Design dmem_arbiter_flat, sky130hd; sources not shown.
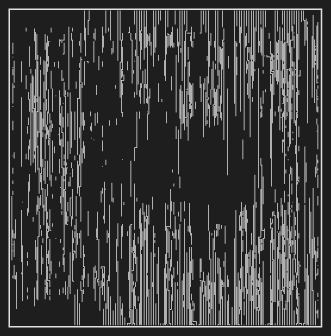
Fig. 1. Metal 2.
share of all routed wire: 49%
wire length on this layer: 8340 microns
nets with wire on the layer: 721
drt total wl: 17190 microns
met2 Usage GRT: 0.3888
via count: 3757

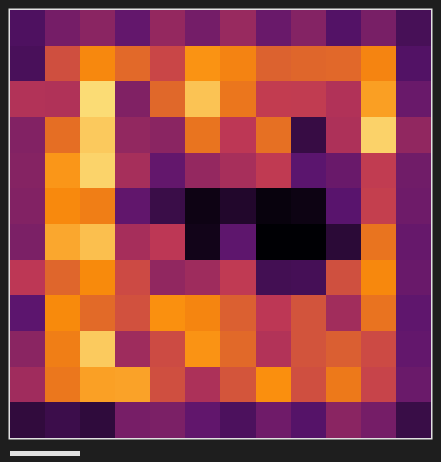
Fig. 2. Placement density heat map.
Scale bar: 20 microns. The die is cut into 12 by 12 equal tiles; black is low, pale yellow is high, 0 to 100% covered.
nearly empty tiles: 1.4%
mean over tiles: 46%
emptiest ninth of the die: middle
fullest tile: 92%
tiles over 75% full: 11%
Final Util: 0.5628
Init Core Util: 0.2765
core area: 12470 sq um

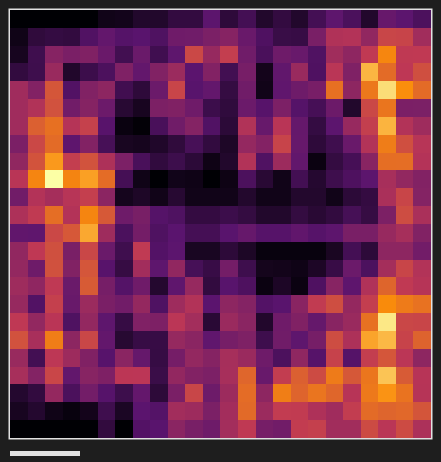
Fig. 3. Wire density map.
Scale bar: 20 microns. The die is cut into 24 by 24 equal tiles; black is low, pale yellow is high, scaled to the fullest tile. Values are wire area over tile area, all layers added.
densest ninth of the die: bottom right
nearly empty tiles: 2.4%
fullest tile: 0.58
Routed WL per cell: 21.38 microns
Total GRT Usage: 0.2289

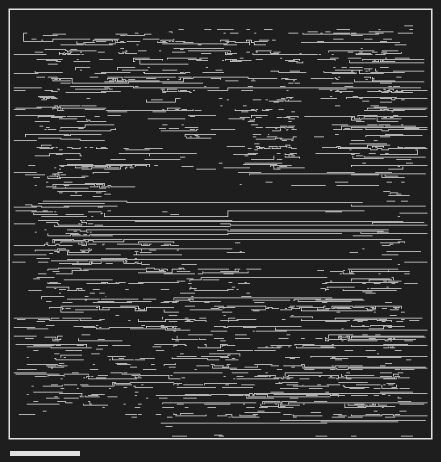
Fig. 4. M1 wires.
Scale bar: 20 microns.
wire length on this layer: 6930 microns
longest straight run: 79.1 microns
share of all routed wire: 40%
main direction: horizontal
M1 GR Usage: 0.2710

==> flow_summary.json <==
{
  "status": "completed",
  "final_nets": 798,
  "cp_max_fo": 23,
  "fin_ws_ps": 46.56,
  "synthArstFlopShare": 1.000,
  "first_pass_iters": 4,
  "worstPathCellList": "clkdlybuf4s50_1 > nand2_1 > nor2_4 > buf_12 > a22o_1 > clkdlybuf4s15_2",
  "clkLatencyLatePin_ps": 330,
  "maxCapViolCount": 0,
  "p_leak_nw": 3.200,
  "n_all_inverters": 7,
  "syn2layout_area_growth_pct": 103.5,
  "tns_ps": 0,
  "viasPerCell": 4.673,
  "cts_tree": "built",
  "htreeDepth": 3,
  "grt_max_degree": 71,
  "grt_pass1_vias": 4106,
  "critPathTopFamily": "buffers and inverters",
  "clk_share": 0.05297,
  "cts_max_path_buffers": 2,
  "logic_gates": 220,
  "cts-root-buf": "clkbuf_16",
  "hold_depth": 2,
  "rsz0062_at_grt": "no",
  "drv_slew": 0,
  "path_class": "input pin to output port",
  "reg2reg_depth": 8,
  "final.clkbuf_count": 10,
  "combGateArea_sq_um": 1574,
  "ys_chip_area_sq_um": 3447,
  "cts_buffers": 9,
  "busiest_layer": "met2",
  "clock_skew_ps": 4.086,
  "maxSlewHeadroom": 0.5610,
  "post_cts_buffers": 2,
  "common_cells": "nand2_1, dfrtp_1, a22o_1",
  "setup_viol": 0,
  "syn-cell-area_sq_um": 3447,
  "ff2ff_setup_slack_ps": 760
}
-- report_power, final --
part	leakage (nW)	switching, mW	internal [mW]
combinational	2.15	1.94	1.91
sequential	0.867	0.257	1.44
clock	0.179	0.402	0.932
-- stage by stage --
step	util	std cells	instance area (sq um)
4_1_cts	0.5731	803	7144
6_report	0.5628	804	7015
2_1_floorplan	-	321	3447
3_3_place_gp	0.5360	783	6681
5_1_grt	0.5628	804	7015
3_5_place_dp	0.5360	783	6681
-- cells by family (layout without fill, tap and decap cells) --
group                      count (synthesis)  after routing  share of synthesized area
adders and majority gates                  3              3                    0.01089
DFF                                       70             70                     0.5082
AOI/OAI and AO/OA                         71             71                     0.1815
muxes                                     32             32                     0.1143
xor gates and xnor gates                   2              2                   0.007261
and+or+nand+nor                          112            112                     0.1303
buffers and inverters                     31            342                    0.04755
Power is estimated from default activity; no workload was simulated.
